==> run_1/congestion.png <==
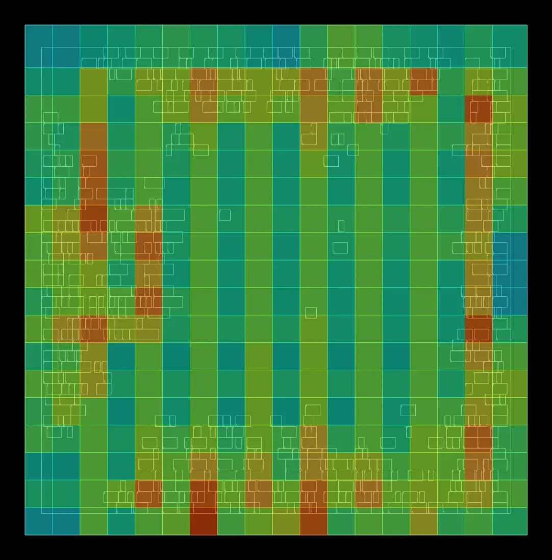
==> run_1/detail.png <==
Region (48, 75) to (78, 105) µm. Cells in gray, sequential cells in the stronger gray; small squares are vias.
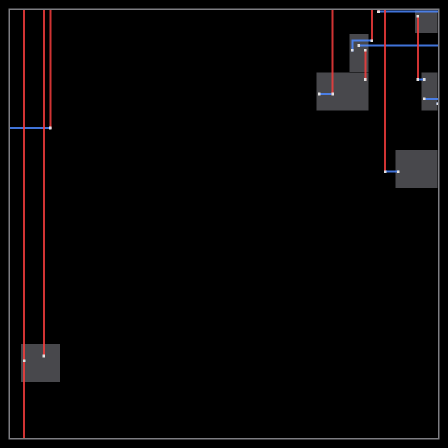
==> run_1/logic_types.png <==
Scale: 4 px per µm.
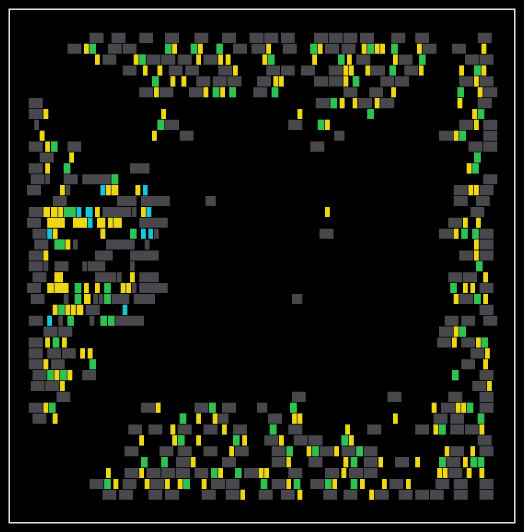
### src/rtl/wb_arbiter2_if.sv
// wb_if: Wishbone B4 pipelined bus bundle.
//   master modport: drives cyc/stb/adr/we/sel/dat_m, receives dat_s/ack/err/stall.
//   slave  modport: the mirror image.
interface wb_if;
  logic        cyc;
  logic        stb;
  logic [31:0] adr;
  logic        we;
  logic [3:0]  sel;
  logic [31:0] dat_m;
  logic [31:0] dat_s;
  logic        ack;
  logic        err;
  logic        stall;

  modport master (
    output cyc, stb, adr, we, sel, dat_m,
    input  dat_s, ack, err, stall
  );

  modport slave (
    input  cyc, stb, adr, we, sel, dat_m,
    output dat_s, ack, err, stall
  );
endinterface

### src/rtl/wb_arbiter2.sv
// wb_arbiter2: two-master to one-slave Wishbone B4 pipelined arbiter.
//   Merges the instruction (m0) and data (m1) buses onto one downstream bus.
//   Registered grant, round-robin or fixed priority (m1 wins). The grant is
//   held while transfers are outstanding and dropped only when the granted
//   master releases cyc; at least one IDLE cycle separates grants.
// Ports:
//   clk  - clock
//   rst  - synchronous active-high reset
//   m0   - wb_if.slave,  master 0 (instruction)
//   m1   - wb_if.slave,  master 1 (data)
//   s    - wb_if.master, shared downstream bus
// Optional feature (macro WB_ARB_TIMEOUT_EN): watchdog that errors out the
//   granted master and drops the cycle when the slave stops responding for
//   TIMEOUT_CYCLES cycles with transfers outstanding.
module wb_arbiter2 #(
  parameter int ROUND_ROBIN     = 1,
  parameter int MAX_OUTSTANDING = 4,
  parameter int TIMEOUT_CYCLES  = 255
) (
  input  logic clk,
  input  logic rst,
  wb_if.slave  m0,
  wb_if.slave  m1,
  wb_if.master s
);

  localparam int CW = $clog2(MAX_OUTSTANDING + 1);

  typedef enum logic [1:0] {IDLE, GNT0, GNT1} state_t;

  state_t        state, state_nxt;
  logic [CW-1:0] cnt, cnt_nxt;
  logic          last, last_nxt;   // last winner: 0 = m0, 1 = m1
  logic          full, acc, rsp, tmo;

  assign full = (cnt == CW'(MAX_OUTSTANDING));
  assign acc  = s.stb && !s.stall;
  // Responses outside a grant cannot belong to anything we track.
  assign rsp  = (state != IDLE) && (s.ack || s.err);

`ifdef WB_ARB_TIMEOUT_EN
  localparam int WW = ($clog2(TIMEOUT_CYCLES + 1) > 8) ? $clog2(TIMEOUT_CYCLES + 1) : 8;
  logic [WW-1:0] wdog;

  // wdog counts silent cycles starting the cycle after the first accept, so
  // it fires on the TIMEOUT_CYCLES-th silent cycle.
  assign tmo = (state != IDLE) && (cnt != '0) && !rsp &&
               (wdog == WW'(TIMEOUT_CYCLES - 1));

  always_ff @(posedge clk) begin
    if (rst)                                           wdog <= '0;
    else if (state == IDLE || state_nxt != state || rsp) wdog <= '0;
    else if (cnt != '0)                                 wdog <= wdog + 1'b1;
  end
`else
  assign tmo = 1'b0;
`endif

  // Next state / grant
  always_comb begin
    state_nxt = state;
    last_nxt  = last;
    case (state)
      IDLE: begin
        if (m0.cyc && m1.cyc)
          state_nxt = (ROUND_ROBIN != 0 && last) ? GNT0 : GNT1;
        else if (m0.cyc)
          state_nxt = GNT0;
        else if (m1.cyc)
          state_nxt = GNT1;
      end
      GNT0: if (!m0.cyc || tmo) begin state_nxt = IDLE; last_nxt = 1'b0; end
      GNT1: if (!m1.cyc || tmo) begin state_nxt = IDLE; last_nxt = 1'b1; end
      default: state_nxt = IDLE;
    endcase
  end

  // Outstanding count: a cyc drop (or timeout) aborts everything in flight.
  always_comb begin
    cnt_nxt = cnt;
    if (state_nxt == IDLE)
      cnt_nxt = '0;
    else if (acc && !rsp)
      cnt_nxt = cnt + CW'(1);
    else if (rsp && !acc && cnt != '0)
      cnt_nxt = cnt - CW'(1);
  end

  always_ff @(posedge clk) begin
    if (rst) begin
      state <= IDLE;
      cnt   <= '0;
      last  <= 1'b1;
    end else begin
      state <= state_nxt;
      cnt   <= cnt_nxt;
      last  <= last_nxt;
    end
  end

  // Bus forwarding. Full stall is based on the registered count, so a
  // response in a full cycle only frees a slot from the next cycle on.
  always_comb begin
    s.cyc    = 1'b0;
    s.stb    = 1'b0;
    s.adr    = '0;
    s.we     = 1'b0;
    s.sel    = '0;
    s.dat_m  = '0;
    m0.dat_s = s.dat_s;
    m1.dat_s = s.dat_s;
    m0.ack   = 1'b0;
    m0.err   = 1'b0;
    m0.stall = 1'b1;
    m1.ack   = 1'b0;
    m1.err   = 1'b0;
    m1.stall = 1'b1;
    case (state)
      GNT0: begin
        s.cyc    = m0.cyc && !tmo;
        s.stb    = m0.cyc && m0.stb && !full && !tmo;
        s.adr    = m0.adr;
        s.we     = m0.we;
        s.sel    = m0.sel;
        s.dat_m  = m0.dat_m;
        m0.ack   = s.ack;
        m0.err   = s.err || tmo;
        m0.stall = s.stall || full;
      end
      GNT1: begin
        s.cyc    = m1.cyc && !tmo;
        s.stb    = m1.cyc && m1.stb && !full && !tmo;
        s.adr    = m1.adr;
        s.we     = m1.we;
        s.sel    = m1.sel;
        s.dat_m  = m1.dat_m;
        m1.ack   = s.ack;
        m1.err   = s.err || tmo;
        m1.stall = s.stall || full;
      end
      default: ;
    endcase
  end

endmodule

### src/flat_wrapper.sv
// flat-port wrapper written by rule: the top's interface ports become plain ports
module wb_arbiter2_flat 
#(
  parameter int ROUND_ROBIN     = 1,
  parameter int MAX_OUTSTANDING = 4,
  parameter int TIMEOUT_CYCLES  = 255
)
  (clk, rst, m0_cyc, m0_stb, m0_adr, m0_we, m0_sel, m0_dat_m, m0_dat_s, m0_ack, m0_err, m0_stall, m1_cyc, m1_stb, m1_adr, m1_we, m1_sel, m1_dat_m, m1_dat_s, m1_ack, m1_err, m1_stall, s_cyc, s_stb, s_adr, s_we, s_sel, s_dat_m, s_dat_s, s_ack, s_err, s_stall);
  wb_if m0_i ();
  wb_if m1_i ();
  wb_if s_i ();
  input  logic clk;
  input  logic rst;
  input wire logic [$bits(m0_i.cyc)-1:0] m0_cyc;
  input wire logic [$bits(m0_i.stb)-1:0] m0_stb;
  input wire logic [$bits(m0_i.adr)-1:0] m0_adr;
  input wire logic [$bits(m0_i.we)-1:0] m0_we;
  input wire logic [$bits(m0_i.sel)-1:0] m0_sel;
  input wire logic [$bits(m0_i.dat_m)-1:0] m0_dat_m;
  output wire logic [$bits(m0_i.dat_s)-1:0] m0_dat_s;
  output wire logic [$bits(m0_i.ack)-1:0] m0_ack;
  output wire logic [$bits(m0_i.err)-1:0] m0_err;
  output wire logic [$bits(m0_i.stall)-1:0] m0_stall;
  input wire logic [$bits(m1_i.cyc)-1:0] m1_cyc;
  input wire logic [$bits(m1_i.stb)-1:0] m1_stb;
  input wire logic [$bits(m1_i.adr)-1:0] m1_adr;
  input wire logic [$bits(m1_i.we)-1:0] m1_we;
  input wire logic [$bits(m1_i.sel)-1:0] m1_sel;
  input wire logic [$bits(m1_i.dat_m)-1:0] m1_dat_m;
  output wire logic [$bits(m1_i.dat_s)-1:0] m1_dat_s;
  output wire logic [$bits(m1_i.ack)-1:0] m1_ack;
  output wire logic [$bits(m1_i.err)-1:0] m1_err;
  output wire logic [$bits(m1_i.stall)-1:0] m1_stall;
  output wire logic [$bits(s_i.cyc)-1:0] s_cyc;
  output wire logic [$bits(s_i.stb)-1:0] s_stb;
  output wire logic [$bits(s_i.adr)-1:0] s_adr;
  output wire logic [$bits(s_i.we)-1:0] s_we;
  output wire logic [$bits(s_i.sel)-1:0] s_sel;
  output wire logic [$bits(s_i.dat_m)-1:0] s_dat_m;
  input wire logic [$bits(s_i.dat_s)-1:0] s_dat_s;
  input wire logic [$bits(s_i.ack)-1:0] s_ack;
  input wire logic [$bits(s_i.err)-1:0] s_err;
  input wire logic [$bits(s_i.stall)-1:0] s_stall;
  assign m0_i.cyc = m0_cyc;
  assign m0_i.stb = m0_stb;
  assign m0_i.adr = m0_adr;
  assign m0_i.we = m0_we;
  assign m0_i.sel = m0_sel;
  assign m0_i.dat_m = m0_dat_m;
  assign m0_dat_s = m0_i.dat_s;
  assign m0_ack = m0_i.ack;
  assign m0_err = m0_i.err;
  assign m0_stall = m0_i.stall;
  assign m1_i.cyc = m1_cyc;
  assign m1_i.stb = m1_stb;
  assign m1_i.adr = m1_adr;
  assign m1_i.we = m1_we;
  assign m1_i.sel = m1_sel;
  assign m1_i.dat_m = m1_dat_m;
  assign m1_dat_s = m1_i.dat_s;
  assign m1_ack = m1_i.ack;
  assign m1_err = m1_i.err;
  assign m1_stall = m1_i.stall;
  assign s_cyc = s_i.cyc;
  assign s_stb = s_i.stb;
  assign s_adr = s_i.adr;
  assign s_we = s_i.we;
  assign s_sel = s_i.sel;
  assign s_dat_m = s_i.dat_m;
  assign s_i.dat_s = s_dat_s;
  assign s_i.ack = s_ack;
  assign s_i.err = s_err;
  assign s_i.stall = s_stall;
  wb_arbiter2 #(.ROUND_ROBIN(ROUND_ROBIN), .MAX_OUTSTANDING(MAX_OUTSTANDING), .TIMEOUT_CYCLES(TIMEOUT_CYCLES)) u_core (.clk(clk), .rst(rst), .m0(m0_i), .m1(m1_i), .s(s_i));
endmodule
### config.mk
export PLATFORM = sky130hd
export DESIGN_NAME = wb_arbiter2_flat
export DESIGN_NICKNAME = d
export VERILOG_FILES = /design/src/rtl/wb_arbiter2_if.sv /design/src/rtl/wb_arbiter2.sv /design/src/flat_wrapper.sv
export SDC_FILE = /design/constraint.sdc
export NUM_CORES = 1
export LEC_CHECK = 0
export ABC_AREA = 1
export CAP_MARGIN = 0
export CORE_AREA = 4 4 122 124
export CTS_BUF_LIST = sky130_fd_sc_hd__clkbuf_8
export CTS_CLUSTER_DIAMETER = 200
export DETAILED_ROUTE_END_ITERATION = 7
export DIE_AREA = 0 0 126 128
export GPL_ROUTABILITY_DRIVEN = 0
export SETUP_SLACK_MARGIN = 0.1
export SLEW_MARGIN = 40
export SYNTH_ARGS = -nofsm -noshare
export SYNTH_HDL_FRONTEND = slang
export SYNTH_SLANG_ARGS = --single-unit
### constraint.sdc
create_clock -name clk -period 4.45 [get_ports clk]
set_clock_uncertainty 0.15 [all_clocks]
set_input_delay 0.89 -clock clk [delete_from_list [all_inputs] [get_ports clk]]
set_output_delay 0.89 -clock clk [all_outputs]
set_load 0.01 [all_outputs]
==> metrics.yaml, run 1 <==
status: "finished, final reports clean"
ys_types: 21
setup-violations-final: 0
grt_pass1_vias: 2790
crit_required_ns: 3.41
dr_wl_met3_mm: 1.012
comb_area_share_pct: 30.74
ant_nets: 0
drv_slew: 0
num_antenna_cells: 0
yosys.cell_count.top_type: "nand2_1"
hold_slack_ns: 0.3373
fmax_mhz: 283.1
ys_cells: 378
intPower_uw: 348.8
syn_area_um2: 1982
portBuffers: 223
top_area_cell_class: "buffers"
design.seq.count: 6
design_power_total_uw: 580.3
synthTopCellsByCount: "nand2_1 (158), a21oi_1 (71), buf_4 (64)"
sh_seq_area_pct: 3.036
ys_chip_area_um2: 1982
logic_area_um2: 1216
drive_above_1_share_pct: 3.824
design_area_um2: 3956
viasPerCell: 3.987
grt_pass1_wl_mm: 14.44
cts_resized: 0
cap_violations: 0
criticalPathCategory: "register to output pin"
period_used_pct: 79.37
die_height_um: 128
yosysWarnings: 0
dpl-instance-area_um2: 3915
cpLargestDelayFamily: "buffers and inverters"
dr.pass1.iters: 4
root_buffer: "clkbuf_8"
final-clk-cell-share_pct: 1.044
cellPowerDensity_nw_per_um2: 146.7
area_delta_synth_final_pct: 99.62
cts_tree: "built"
lay_top_count: "clkdlybuf4s50_1"
n_clock_buffer: 3
lay_top_cells: "clkdlybuf4s50_1 (223), nand2_1 (158), a21oi_1 (71), inv_1 (15), nor2_1 (10)"
## Picture notes: congestion.png
most crowded layer after global routing: met2
gr usage total: 10.92%
met1 usage: 12.12%
mean routed wirelength per cell: 13.89 µm

## Picture notes: detail.png
red -> metal 2
blue -> metal 1
most frequent = clkdlybuf4s50_1 (2)
cells with their middle in the window = 5
sequential cells in the window = 0

## Picture notes: logic_types.png
green -> inverting AOI/OAI gates  # cells 81, where all over the die
cyan -> NOR gates  # cells 11, where middle left
yellow -> NAND gates  # cells 170, where all over the die

## run 1: worst paths after layout
path	depth (start not counted)	startpoint	end	slack, ns
setup reg to reg	10	u_core.state[1]	u_core.cnt[2]	1.94
hold reg to reg	2	u_core.last	u_core.last	0.34
setup / recovery	6	u_core.state[0]	s_sel[1]	0.92
hold / removal	2	u_core.last	u_core.last	0.34
## run 1: logic make-up after synthesis
family | count (synthesis)
simple gates | 181
flops | 6
fa+ha+maj | 6
buf+inv | 104
compound gates | 81
## run 1: power by group through the flow
stage / clock network [mW] / logic, mW / registers, mW
finish: 0.0816 / 0.435 / 0.0636
global route: 0.0858 / 0.478 / 0.0642
CTS: 0.0843 / 0.444 / 0.0637
detailed placement: 0 / 0.442 / 0.0644
global placement: 0 / 0.443 / 0.0645
floorplan: 0 / 0.240 / 0.0629
==> run_1/layer_met1.png <==
Scale: 3 px per µm. Supply wires on this layer in gray.
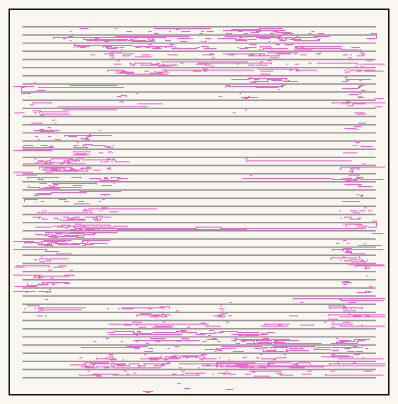

==> inputs of run 2 (changes only) <==
--- a/config.mk
+++ b/config.mk
@@ -7,11 +7,11 @@
 export LEC_CHECK = 0
 export ABC_AREA = 1
 export CAP_MARGIN = 0
-export CORE_AREA = 4 4 122 124
+export CORE_AREA = 4 4 123 125
 export CTS_BUF_LIST = sky130_fd_sc_hd__clkbuf_8
 export CTS_CLUSTER_DIAMETER = 200
 export DETAILED_ROUTE_END_ITERATION = 7
-export DIE_AREA = 0 0 126 128
+export DIE_AREA = 0 0 127 129
 export GPL_ROUTABILITY_DRIVEN = 0
 export SETUP_SLACK_MARGIN = 0.1
 export SLEW_MARGIN = 40
==> constraint.sdc (replaced) <==
create_clock -name clk -period 3.38 [get_ports clk]
set_clock_uncertainty 0.15 [all_clocks]
set_input_delay 0.676 -clock clk [delete_from_list [all_inputs] [get_ports clk]]
set_output_delay 0.676 -clock clk [all_outputs]
set_load 0.01 [all_outputs]
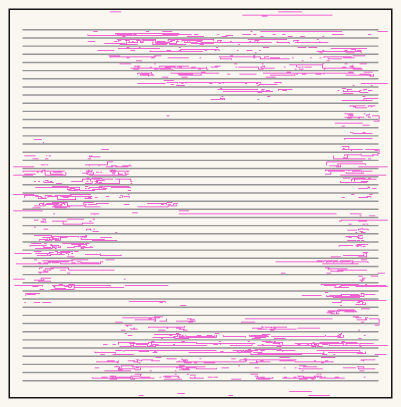
(run_2/layer_met1.png)
Scale: 3 px per µm. Supply wires on this layer in gray.
longest straight run = 52.4 µm
nets with wire on the layer = 573
share of all routed wire = 35%

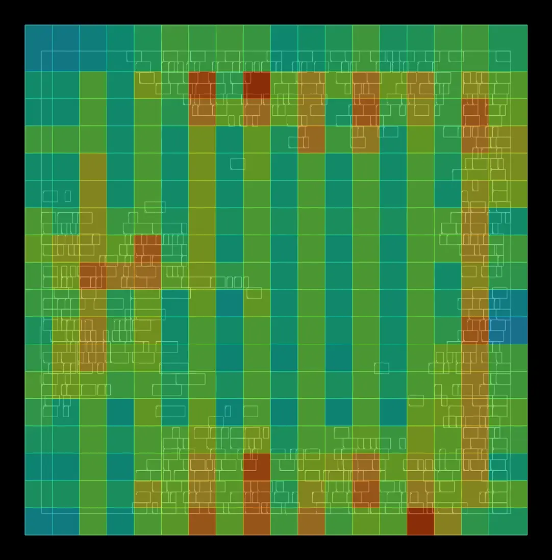
(run_2/congestion.png)
gr usage total: 10.79%
global-route met3 utilization: 5.396%
Final Util: 28.95%

==> run 2 against run 1 <==
Compared with the run above:
- first-iteration DRC count increased by 5.9%
- core utilization increased by 0.23 points
- hold slack improved by 0.018 ns
- synthesized cell count is the same
- via count decreased by 2.8%
- non-clock buffer count stayed put
- register-to-register slack lost 0.85 ns
- clock power rose by 29%
- sequential power rose by 32%
- clock-buffer cell count did not move
- wire length increased by 2.4%
- sequential cell count unchanged
==> metrics.yaml, run 2 <==
status: "finished, final reports clean"  # unchanged
viasPerCell: 3.875  # was 3.987
warnings: 30  # unchanged
ant_nets: 0  # unchanged
sh_seq_area_pct: 2.989  # was 3.036%
power_clock_uw: 105  # was 81.6 µW
cap_violations: 0  # unchanged
drive_above_1_share_pct: 3.824  # unchanged
design_power_total_uw: 784.0  # was 580.3 µW
cellPowerDensity_nw_per_um2: 195.1  # was 146.7 nW/µm²
finalCriticalPeriod_ns: 3.029
rr_endpoint: "u_core.cnt[2]"  # unchanged
setup-violations-final: 0  # unchanged
buf_share_pct: 58.53  # was 57.87%
yosys.cell_count.top_type: "nand2_1"  # unchanged
top_area_cell: "nand2_1"  # unchanged
pg_seq_uw: 83.7  # was 63.6 µW
lay_top_count: "clkdlybuf4s50_1"  # unchanged
cpLargestDelayFamily: "buffers and inverters"  # unchanged
hold_slack_ns: 0.3555  # was 0.3373 ns
die_height_um: 129  # was 128 µm
ys_cells: 378  # unchanged
grt-busiest-layer: "met2"  # unchanged
n_clock_buffer: 3  # unchanged
fmax_mhz: 330.1
area_delta_synth_final_pct: 102.8  # was 99.62%
powerComb_uw: 596  # was 435 µW
ios: 320  # unchanged
portBuffers: 223  # unchanged
grt_pass1_vias: 2620  # was 2,790
root_buffer: "clkbuf_8"  # unchanged
final-clk-cell-share_pct: 1.027  # was 1.044%
avgSynthCellArea_um2: 5.243  # unchanged
whs_endpoint: "u_core.last"  # unchanged
end_kind: "output pin"  # unchanged
nets: 710  # unchanged
worst_pin_slew_ns: 0.3073  # was 0.7033 ns
worst-path-buf-inv: 3  # was 4
ys.flop_type: "dfxtp_1"  # unchanged
synthTopLogicFamily: "simple AND/OR/NAND/NOR gates"  # unchanged
r2r_slack_ns: 1.09  # was 1.94 ns
ys_types: 21  # unchanged
logic_area_um2: 1216  # unchanged
dp_cells: 700  # unchanged
design_area_um2: 4019  # was 3956 µm²
intPower_uw: 481.3  # was 348.8 µW
remaining_drc_errors: 0  # unchanged
hold_path_depth: 2  # unchanged
ys_chip_area_um2: 1982  # unchanged
simple_gate_area_share_pct: 36.17  # unchanged
grtUsageMet1_pct: 11.47  # was 12.12%
crit_fanout: 38  # was 36
top_area_cell_class: "buffers"  # unchanged
hold_start: "u_core.last"  # unchanged
crit_required_ns: 2.55  # was 3.41 ns
drt-wirelength-per-cell_um: 14.21  # was 13.89 µm
clock-sinks: 6  # unchanged
flop_area_um2: 120.1  # unchanged
critPathSlowestCell: "clkdlybuf4s50_1"  # was inv_2
p_comb_share_pct: 76.0  # was 75.0%
lay_top_cells: "clkdlybuf4s50_1 (223), nand2_1 (158), a21oi_1 (71), inv_1 (15), nor2_1 (10)"  # unchanged
cts_tree: "built"  # unchanged
rsz0062_at_grt: "no"  # unchanged
drv_slew: 0  # unchanged
design.seq.count: 6  # unchanged
wl_met2_mm: 5.092  # was 4.854 mm
dr_wl_met3_mm: 1.388  # was 1.012 mm
dr.pass1.iters: 4  # unchanged
cts_resized: 0  # unchanged
syn_area_um2: 1982  # unchanged
wl_mm: 9.992  # was 9.762 mm
top_area_share_pct: 29.92  # unchanged
yosysWarnings: 0  # unchanged
fp_util_pct: 14.28  # was 14.39%
power_top_consumer: "combinational cells"  # unchanged
comb_area_share_pct: 30.26  # was 30.74%
synthTopCellsByCount: "nand2_1 (158), a21oi_1 (71), buf_4 (64)"  # unchanged
grt_pass1_wl_mm: 14.43  # was 14.44 mm
reg2regPathDepth: 10  # unchanged
num_antenna_cells: 0  # unchanged
reg2reg_from: "u_core.state[0]"  # was u_core.state[1]
swShare_pct: 38.62  # was 39.89%
top_layer: "met4"  # unchanged
period_used_pct: 89.61
clkTransAtPathRegs_ns: 0.03  # was 0.04 ns
criticalPathCategory: "register to output pin"  # unchanged
dpl-instance-area_um2: 3978  # was 3915 µm²
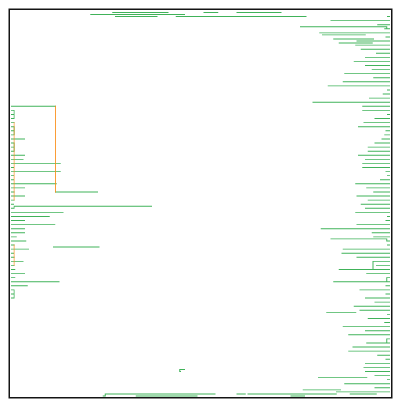
(run_2/wires.png)
Scale: 3 px per µm. Two of the layers only.
orange -> metal 4  # wire length 61.2 µm
green -> metal 3  # wire length 1,390 µm

[run 2: cell counts in the layout (fill, tap and decap cells not counted)]
No cell type changed its count.
[run 2: worst max-delay path by stage]
stage                          from   endpoint  slack, ns  cells after the start
floorplan           u_core.state[0]  s_adr[13]       1.24                      7
CTS                 u_core.state[1]  s_adr[18]       0.31                      6
global placement             m1_cyc      s_cyc       0.43                      6
global route        u_core.state[1]   s_sel[1]       0.22                      6
finish              u_core.state[1]  s_adr[18]       0.35                      6
detailed placement           m1_cyc      s_cyc       0.44                      6
[run 2: cell families (layout without fill, tap and decap cells)]
logic type      count (synthesis)  after routing
simple gates                  181            181
buf+inv                       104            249
compound gates                 81             81
fa+ha+maj                       6              6
flops                           6              6
Power figures rest on the tool's default switching activity, not on a simulated workload.
